**src/rtl/russian_peasant_seq_multiplier_ctrl.sv**
```systemverilog
// Sequential shift-and-add (Russian peasant) unsigned multiplier.
// One doubling/halving iteration per clock, valid/ready on input and output.
// Optional feature macro: RUSSIAN_PEASANT_EARLY_EXIT_EN
//   undefined: always WIDTH RUN cycles (data-independent timing)
//   defined:   RUN also ends once the remaining multiplier bits are all zero
module russian_peasant_seq_multiplier_ctrl #(
  parameter int unsigned WIDTH = 8
) (
  input  logic                 clk,
  input  logic                 rst,
  input  logic                 in_valid,
  output logic                 in_ready,
  input  logic [WIDTH-1:0]     A,
  input  logic [WIDTH-1:0]     B,
  output logic                 out_valid,
  input  logic                 out_ready,
  output logic [2*WIDTH-1:0]   product,
  output logic                 busy
);

  localparam int unsigned CNT_W  = $clog2(WIDTH) + 1;
  localparam int unsigned PROD_W = 2 * WIDTH;

  typedef enum logic [1:0] {
    IDLE = 2'd0,
    RUN  = 2'd1,
    DONE = 2'd2
  } state_t;

  state_t              state;
  logic [PROD_W-1:0]   a_reg;
  logic [WIDTH-1:0]    b_reg;
  logic [PROD_W-1:0]   acc;
  logic [CNT_W-1:0]    count;

  logic [PROD_W-1:0]   acc_sum;
  logic [WIDTH-1:0]    b_shift;
  logic                run_last;

  // Datapath for one iteration: conditional add of the doubled multiplicand.
  assign acc_sum = acc + (b_reg[0] ? a_reg : {PROD_W{1'b0}});
  assign b_shift = b_reg >> 1;

`ifdef RUSSIAN_PEASANT_EARLY_EXIT_EN
  // Stop after the final iteration or once no multiplier bits remain.
  assign run_last = (count == CNT_W'(WIDTH - 1)) || (b_shift == {WIDTH{1'b0}});
`else
  // Stop after exactly WIDTH iterations.
  assign run_last = (count == CNT_W'(WIDTH - 1));
`endif

  // Controller FSM with registered handshake outputs and datapath registers.
  always_ff @(posedge clk) begin
    if (rst) begin
      state     <= IDLE;
      in_ready  <= 1'b1;
      out_valid <= 1'b0;
      busy      <= 1'b0;
      product   <= '0;
      a_reg     <= '0;
      b_reg     <= '0;
      acc       <= '0;
      count     <= '0;
    end else begin
      case (state)
        IDLE: begin
          if (in_valid && in_ready) begin
            a_reg    <= {{WIDTH{1'b0}}, A};
            b_reg    <= B;
            acc      <= '0;
            count    <= '0;
            in_ready <= 1'b0;
            busy     <= 1'b1;
            state    <= RUN;
          end
        end
        RUN: begin
          acc   <= acc_sum;
          a_reg <= a_reg << 1;
          b_reg <= b_shift;
          count <= count + CNT_W'(1);
          if (run_last) begin
            product   <= acc_sum;
            out_valid <= 1'b1;
            state     <= DONE;
          end
        end
        DONE: begin
          if (out_ready) begin
            out_valid <= 1'b0;
            in_ready  <= 1'b1;
            busy      <= 1'b0;
            state     <= IDLE;
          end
        end
        default: begin
          out_valid <= 1'b0;
          in_ready  <= 1'b1;
          busy      <= 1'b0;
          state     <= IDLE;
        end
      endcase
    end
  end

endmodule

```
**config.mk**
```make
export PLATFORM = sky130hd
export DESIGN_NAME = russian_peasant_seq_multiplier_ctrl
export DESIGN_NICKNAME = d
export VERILOG_FILES = /design/src/rtl/russian_peasant_seq_multiplier_ctrl.sv
export SDC_FILE = /design/constraint.sdc
export NUM_CORES = 1
export LEC_CHECK = 0
export CORE_MARGIN = 3
export CORE_UTILIZATION = 50
export DETAILED_ROUTE_END_ITERATION = 10
export GPL_ROUTABILITY_DRIVEN = 0
export PLACE_DENSITY = 0.77
export SYNTH_ARGS = -nofsm -noshare
export SYNTH_HDL_FRONTEND = slang
export SYNTH_SLANG_ARGS = --single-unit
export TNS_END_PERCENT = 20
```
**constraint.sdc**
```tcl
create_clock -name clk -period 3.85 [get_ports clk]
set_input_delay 1.155 -clock clk [delete_from_list [all_inputs] [get_ports clk]]
set_output_delay 1.155 -clock clk [all_outputs]
set_load 0.02 [all_outputs]
```
run_1/flops_by_reg.png
Drawn at 4 px/um. Other sequential cells in the stronger grey, the rest of the logic in the fainter grey.
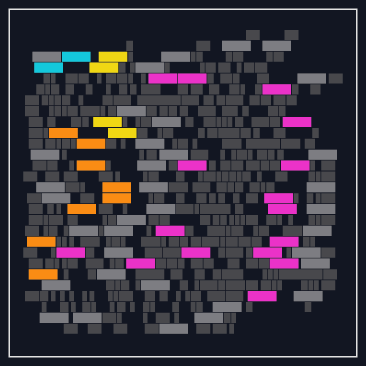
[count] yellow | flops: 4
[b_reg] orange | flops: 8 | where: middle left
[state] cyan | flops: 2
[acc] magenta | flops: 16
not coloured: 35
register area: 1301 sq um
final core utilization: 63.40%

run_1/clocks.png
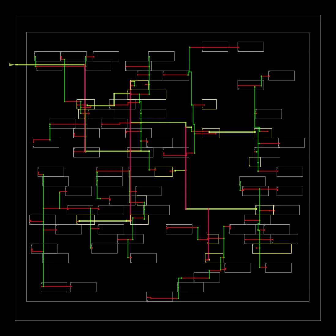
clkbuf count: 9
sequential cell count: 65

run_1/sizes.png
Drawn at 6 px/um.
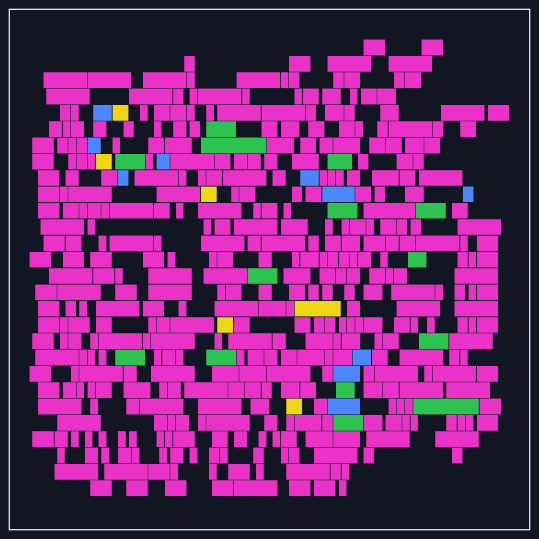
[_3 and _4 cells] yellow | cells: 6 | most used: buf_4
[_6 and larger] green | cells: 14 | most used: clkbuf_8
[_0 and _1 cells] magenta | cells: 392 | most used: nor2_1
[_2 cells] blue | cells: 10
design area: 3865 sq um
area delta synth->final: 19.31%
final worst slack: 1073 ps
Signal buffers: 42

==> GITHUB_STEP_SUMMARY, run 1 <==
### Flow metrics

| Metric | Value |
|---|---|
| Status | finished clean |
| Die width | 86.49 um |
| Cell Type Count | 42 |
| Io pins | 39 |
| CTS Hold Buffers Added | 0 |
| Clk pwr | 0.659 mW |
| Worst Setup EP | product[12]$_SDFFE_PP0P_ |
| Die area | 7481 sq um |
| RSZ-0062 raised after global routing | no |
| Async SR Flop Fraction | 0% |
| FA/HA/MAJ Cells, Area Fraction | 6.798% |
| Logic pwr share | 9.6% |
| Comb. pwr | 0.145 mW |
| Met3 WL | 333 um |
| Cell depth of the worst setup path | 9 |
| Wire per inst | 14.61 um |
| WP buf/inv | 0 |
| Logic inverters | 1 |
| Ys Warns | 0 |
| Grt met2 use | 34.14% |
| Finished Layout Cells | 497 |
| Sw frac | 25.93% |
| Top cells by count | 74 x nor2_1, 65 x dfxtp_1, 37 x nand2_1 |
| Seq share, synth | 40.17% |
| Root buf cell | clkbuf_8 |
| Max-slew violations | 0 |
| Top Layout Cells | 74 x nor2_1, 65 x dfxtp_1, 37 x nand2_1, 37 x clkdlybuf4s50_1, 25 x a21oi_1 |
--- run 2 (diff from run 1) ---
--- a/config.mk
+++ b/config.mk
@@ -9,7 +9,7 @@
 export CORE_UTILIZATION = 50
 export DETAILED_ROUTE_END_ITERATION = 10
 export GPL_ROUTABILITY_DRIVEN = 0
-export PLACE_DENSITY = 0.77
+export PLACE_DENSITY = 0.8
 export SYNTH_ARGS = -nofsm -noshare
 export SYNTH_HDL_FRONTEND = slang
 export SYNTH_SLANG_ARGS = --single-unit
==> constraint.sdc (replaced) <==
create_clock -name clk -period 2.3 [get_ports clk]
set_input_delay 0.69 -clock clk [delete_from_list [all_inputs] [get_ports clk]]
set_output_delay 0.69 -clock clk [all_outputs]
set_load 0.02 [all_outputs]
run_2/sizes.png
Drawn at 6 px/um.
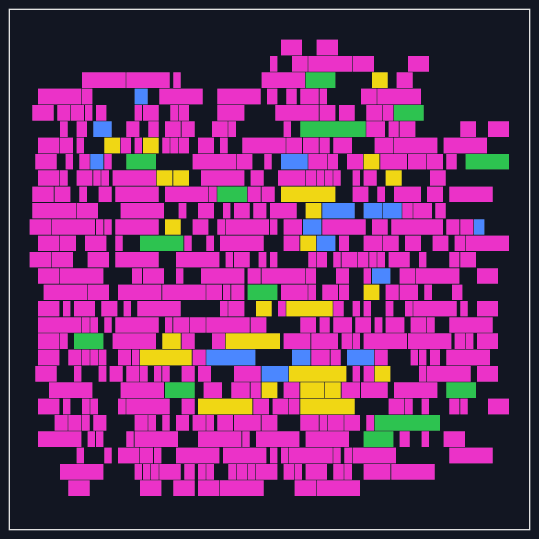
[_2 cells] blue | cells: 15 | most used: a21oi_2
[_0 and _1 cells] magenta | cells: 380 | most used: nor2_1
[_6 and larger] green | cells: 13 | most used: clkbuf_8
[_3 and _4 cells] yellow | cells: 24 | most used: buf_4
design area: 4055 sq um
final worst slack: -0.3106 ps
Signal buffers: 54

run_2/flops_by_reg.png
Drawn at 4 px/um. Other sequential cells in the stronger grey, the rest of the logic in the fainter grey.
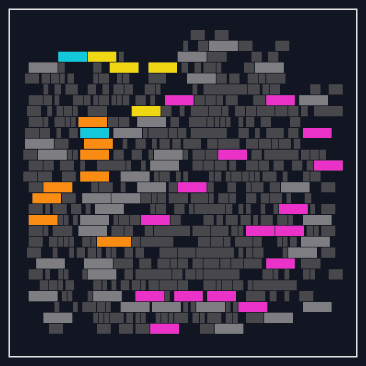
[state] cyan | flops: 2
[acc] magenta | flops: 16
[count] yellow | flops: 4
[b_reg] orange | flops: 8 | where: middle left
not coloured: 35
register area: 1305 sq um
Flop+latch power: 1.20 mW
fraction of area in registers: 32.18%

==> GITHUB_STEP_SUMMARY, run 2 <==
### Flow metrics

| Metric | Value |
|---|---|
| Clkbuf count | 11 |
| Cell depth of the worst setup path | 8 |
| Root buf cell | clkbuf_8 |
| Final worst slack | -0.3106 ps |
| Sequential cell count | 65 |
| Die width | 86.49 um |
| Failing checks | setup timing |
| Status | finished with violations |
| FA/HA/MAJ Cells, Area Fraction | 6.798% |
| Cell Type Count | 42 |
| Logic pwr share | 11.0% |
| Grt met2 use | 33.66% |
| Final setup viols | 1 |
| Die area | 7481 sq um |
| Worst Setup EP | product[12]$_SDFFE_PP0P_ |
| CTS Hold Buffers Added | 0 |
| Finished Layout Cells | 507 |
| Logic inverters | 1 |
| WP buf/inv | 0 |
| Seq share, synth | 40.17% |
| RSZ-0062 raised after global routing | yes |
| Top cells by count | 74 x nor2_1, 65 x dfxtp_1, 37 x nand2_1 |
| Wire per inst | 14.72 um |
| Family with the most delay on the worst path | simple AND/OR/NAND/NOR gates |
| Area delta synth->final | 25.18% |
| R2R Path Start | b_reg[0]$_SDFFE_PP0P_ |
| Max-slew violations | 0 |
| Final core utilization | 66.52% |
| Ys Warns | 0 |
Power is estimated from default activity; no workload was simulated.
